Met1 routing:
Supply wires on this layer in grey.
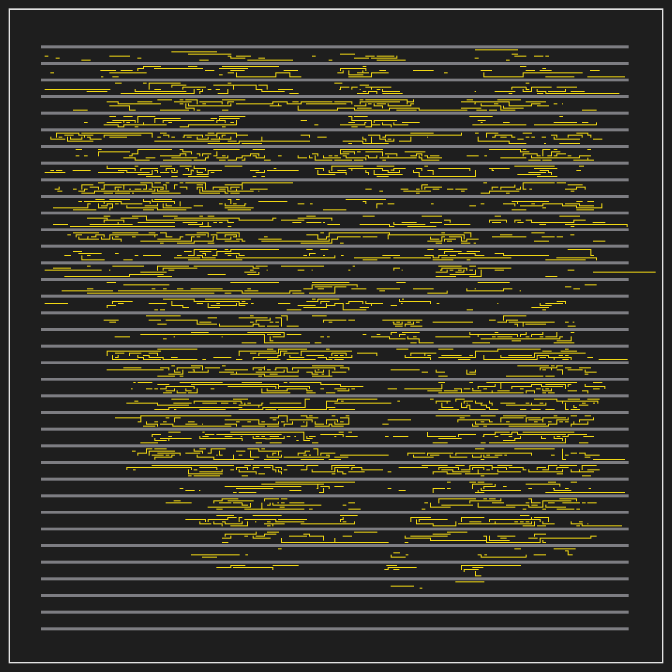
Met4 routing:
Scale bar: 20 um. Supply wires on this layer in grey.
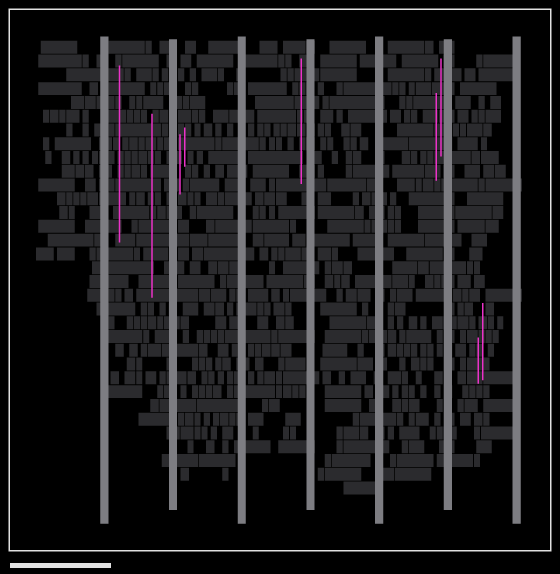
--- src/rtl/led_step_ctrl.sv ---
// led_step_ctrl: debounced run/dir/step keys driving a wrapping LED position index.
module led_step_ctrl #(
   parameter int DEBOUNCE_CYCLES = 1_000_000,
   parameter int STEP_CYCLES     = 8192,
   parameter int LAST_STATE      = 9
) (
   input  logic       clk_50M,
   input  logic       reset,
   input  logic       key_run,
   input  logic       key_dir,
   input  logic       key_step,
   output logic [3:0] state,
   output logic       step_pulse,
   output logic       running,
   output logic       dir
);
   localparam int CW = DEBOUNCE_CYCLES > 1 ? $clog2(DEBOUNCE_CYCLES) : 1;
   localparam int PW = STEP_CYCLES > 1 ? $clog2(STEP_CYCLES) : 1;
   localparam logic [3:0] LAST = 4'(LAST_STATE);
   typedef enum logic [1:0] {IDLE, RUN, PAUSE} fsm_t;
   logic [2:0] keys, sync1_q, sync2_q, deb_q, deb_d, press_q, press_d;
   logic [CW-1:0] cnt_q [3];
   logic [CW-1:0] cnt_d [3];
   fsm_t fsm_q, fsm_d;
   logic [PW-1:0] pre_q, pre_d;
   logic [3:0] state_q, state_d, nxt;
   logic dir_q, dir_d, running_q, running_d, step_pulse_q, step_pulse_d;
   logic run_p, dir_p, step_p, tick, adv;
   assign keys = {key_step, key_dir, key_run};
   assign run_p = press_q[0];
   assign dir_p = press_q[1];
   assign step_p = press_q[2];
   assign tick = (fsm_q == RUN) && (pre_q == PW'(STEP_CYCLES - 1));
   assign state = state_q;
   assign dir = dir_q;
   assign running = running_q;
   assign step_pulse = step_pulse_q;
   always_ff @(posedge clk_50M) begin
      if (reset) begin
         sync1_q      <= '1;
         sync2_q      <= '1;
         deb_q        <= '1;
         press_q      <= '0;
         for (int k = 0; k < 3; k++) cnt_q[k] <= '0;
         fsm_q        <= IDLE;
         pre_q        <= '0;
         state_q      <= '0;
         dir_q        <= 1'b0;
         running_q    <= 1'b0;
         step_pulse_q <= 1'b0;
      end else begin
         sync1_q      <= keys;
         sync2_q      <= sync1_q;
         deb_q        <= deb_d;
         press_q      <= press_d;
         for (int k = 0; k < 3; k++) cnt_q[k] <= cnt_d[k];
         fsm_q        <= fsm_d;
         pre_q        <= pre_d;
         state_q      <= state_d;
         dir_q        <= dir_d;
         running_q    <= running_d;
         step_pulse_q <= step_pulse_d;
      end
   end
   // a level is accepted only after DEBOUNCE_CYCLES consecutive disagreeing samples
   always_comb begin
      for (int k = 0; k < 3; k++) begin
         deb_d[k] = deb_q[k];
         cnt_d[k] = '0;
         if (sync2_q[k] != deb_q[k]) begin
            if (cnt_q[k] == CW'(DEBOUNCE_CYCLES - 1)) deb_d[k] = sync2_q[k];
            else cnt_d[k] = cnt_q[k] + 1'b1;
         end
      end
      press_d = deb_q & ~deb_d;
   end
   always_comb begin
      fsm_d = run_p ? ((fsm_q == RUN) ? PAUSE : RUN) :
              (step_p && fsm_q == IDLE) ? PAUSE : fsm_q;
   end
   // step presses only count outside RUN, and a run press outranks them
   always_comb begin
      adv          = tick || (fsm_q != RUN && step_p && !run_p);
      nxt          = dir_q ? ((state_q == 4'd0) ? LAST : state_q - 4'd1)
                           : ((state_q == LAST) ? 4'd0 : state_q + 4'd1);
      state_d      = adv ? nxt : state_q;
      dir_d        = dir_q ^ dir_p;
      running_d    = fsm_d == RUN;
      step_pulse_d = adv;
      pre_d        = (fsm_q == RUN && fsm_d == RUN && !tick) ? pre_q + 1'b1 : '0;
   end
endmodule
--- config.mk ---
export PLATFORM = sky130hd
export DESIGN_NAME = led_step_ctrl
export DESIGN_NICKNAME = d
export VERILOG_FILES = /design/src/rtl/led_step_ctrl.sv
export SDC_FILE = /design/constraint.sdc
export NUM_CORES = 1
export LEC_CHECK = 0
export ABC_AREA = 1
export CORE_MARGIN = 5
export CORE_UTILIZATION = 50
export DETAILED_ROUTE_END_ITERATION = 12
export HOLD_SLACK_MARGIN = 0.1
export PLACE_DENSITY = 0.77
export SETUP_SLACK_MARGIN = 0.3
export SYNTH_ARGS = -nofsm -noshare
export SYNTH_HDL_FRONTEND = slang
export SYNTH_SLANG_ARGS = --single-unit
export TNS_END_PERCENT = 5
--- constraint.sdc ---
create_clock -name clk_50M -period 1.8 [get_ports clk_50M]
set_input_delay 0.54 -clock clk_50M [delete_from_list [all_inputs] [get_ports clk_50M]]
set_output_delay 0.54 -clock clk_50M [all_outputs]
set_load 0.05 [all_outputs]
==> GITHUB_STEP_SUMMARY <==
## Synthesis and layout report

| Metric | Value |
|---|---|
| Total clock sinks | 94 |
| Number of cells produced by synthesis | 673 |
| Compound-Gate Fraction of Synth Area | 7.10% |
| Status | complete, no violations |
| Max_cap viols | 0 |
| Minimum clock period after layout | 1.48 ns |
| Post-layout power | 0.00370 W |
| Buffers plus inverters on the worst setup path | 1 |
| Hold_buf cts | 0 |
| Worst-case setup margin in the final layout | 0.317 ns |
| M1 wire length | 4340 um |
| Portion of the post-synthesis area used by sequential elements | 40.3% |
| Ys cells | 673 |
| Count of TritonRoute iterations in the first routing pass | 5 |
| CP max-delay cell | sky130_fd_sc_hd__dfxtp_2 |
| Number of buffers between clock root and the deepest sink | 2 |
| Final global-route overflow total | 0 |
| Worst Reg-to-Reg Cells | 9 |
| Largest driver fanout on the critical path | 7 |
| Initial antenna violation count | 0 |
| Largest register FFs | 60 |
| Taps Inserted | 111 |
| Horizontal die dimension | 107 um |
| Global-route layer with the greatest usage | met2 |
| Total combinational power | 0.0000781 W |
| Share of the clock period used by the worst path after layout | 82.4% |
| Reported clock group power | 0.00153 W |
| Synthesized-area fraction occupied by xor and xnor cells | 5.25% |
| Routed length on met3 | 494 um |
| Fraction of area in registers | 33.9% |
| Multiplexer fraction of the synthesized cell area | 0% |
| Highest clock rate | 674 MHz |
| Chip area estimate from yosys synthesis | 0.00467 mm^2 |
| P per Cell Area | 661 mW/mm^2 |
| Max-Slew Margin vs Limit | 76.5% |
| Endpoint arrival time on the critical path | 0.94 ns |
| Total area of sequential cells | 0.00190 mm^2 |
| OpenROAD warning count | 28 |
| R2r startpoint | cnt_q[0][21] |
| Global routing met1 resource utilization | 21.2% |
| Dominant register cell | sky130_fd_sc_hd__dfxtp_1 |
| Clk root buf | sky130_fd_sc_hd__clkbuf_8 |
| GRT Resource Usage Total | 17.3% |
| Layout Skew | 0.0144 ns |
| Internal power consumption | 0.00292 W |
| Number of diodes added for antenna fixing | 0 |
| Clock network fraction of design power | 41.4% |
| Synth warnings | 0 |
| Startpoint kind of the worst setup timing path | register |
| Synthesized-area fraction occupied by adder cells | 1.07% |
| DR DRC count | 0 |
| Largest stage delay on the critical path | 0.43 ns |
| Die Span Y | 107 um |
Notes on 'met1 routing' above:
nets with wire on the layer: 682
main direction: horizontal
longest straight run: 20.7 um
wire length on this layer: 4,340 um

Notes on 'met4 routing' above:
share of all routed wire: 1.7%
nets with wire on the layer: 9
wire length on this layer: 174 um
longest straight run: 36.0 um
Vias: 4,360
Detailed Route WL: 10,200 um

cells in the mapped netlist (3+ instances only):
| cell | number | share of area, % |
|---|---|---|
| sky130_fd_sc_hd__ha_1 | 4 | 1.1 |
| sky130_fd_sc_hd__inv_2 | 4 | 0.32 |
| sky130_fd_sc_hd__nor2_2 | 14 | 1.9 |
| sky130_fd_sc_hd__a21oi_1 | 37 | 4.0 |
| sky130_fd_sc_hd__xnor2_1 | 13 | 2.4 |
| sky130_fd_sc_hd__xor2_1 | 15 | 2.8 |
| sky130_fd_sc_hd__nor3_1 | 10 | 1.1 |
| sky130_fd_sc_hd__dfxtp_1 | 94 | 40 |
| sky130_fd_sc_hd__nand2_1 | 153 | 12 |
| sky130_fd_sc_hd__a21oi_2 | 5 | 0.94 |
| sky130_fd_sc_hd__o21ai_0 | 15 | 1.6 |
| sky130_fd_sc_hd__nor2_1 | 126 | 10 |
| sky130_fd_sc_hd__inv_1 | 72 | 5.8 |
| sky130_fd_sc_hd__buf_4 | 4 | 0.64 |
| sky130_fd_sc_hd__nand2_2 | 7 | 0.94 |
| sky130_fd_sc_hd__nand3_1 | 41 | 4.4 |
| sky130_fd_sc_hd__nand4_1 | 28 | 3.8 |
| sky130_fd_sc_hd__nand3b_1 | 3 | 0.48 |
| sky130_fd_sc_hd__or2_2 | 9 | 1.2 |
| sky130_fd_sc_hd__nor2_4 | 3 | 0.72 |
metrics by stage:
step	cells	hold WS, ns	setup TNS [ns]	area [um^2]	utilization [%]
after CTS	813	0.419	0	5240	57.3
after global placement	796	0.398	0	4980	54.5
final	829	0.420	0	5600	61.1
after global routing	829	0.429	0	5600	61.1
after floorplan	673	0.389	0	4670	-
after detailed placement	796	0.400	-0.246	4980	54.5
Power is estimated from default activity; no workload was simulated.
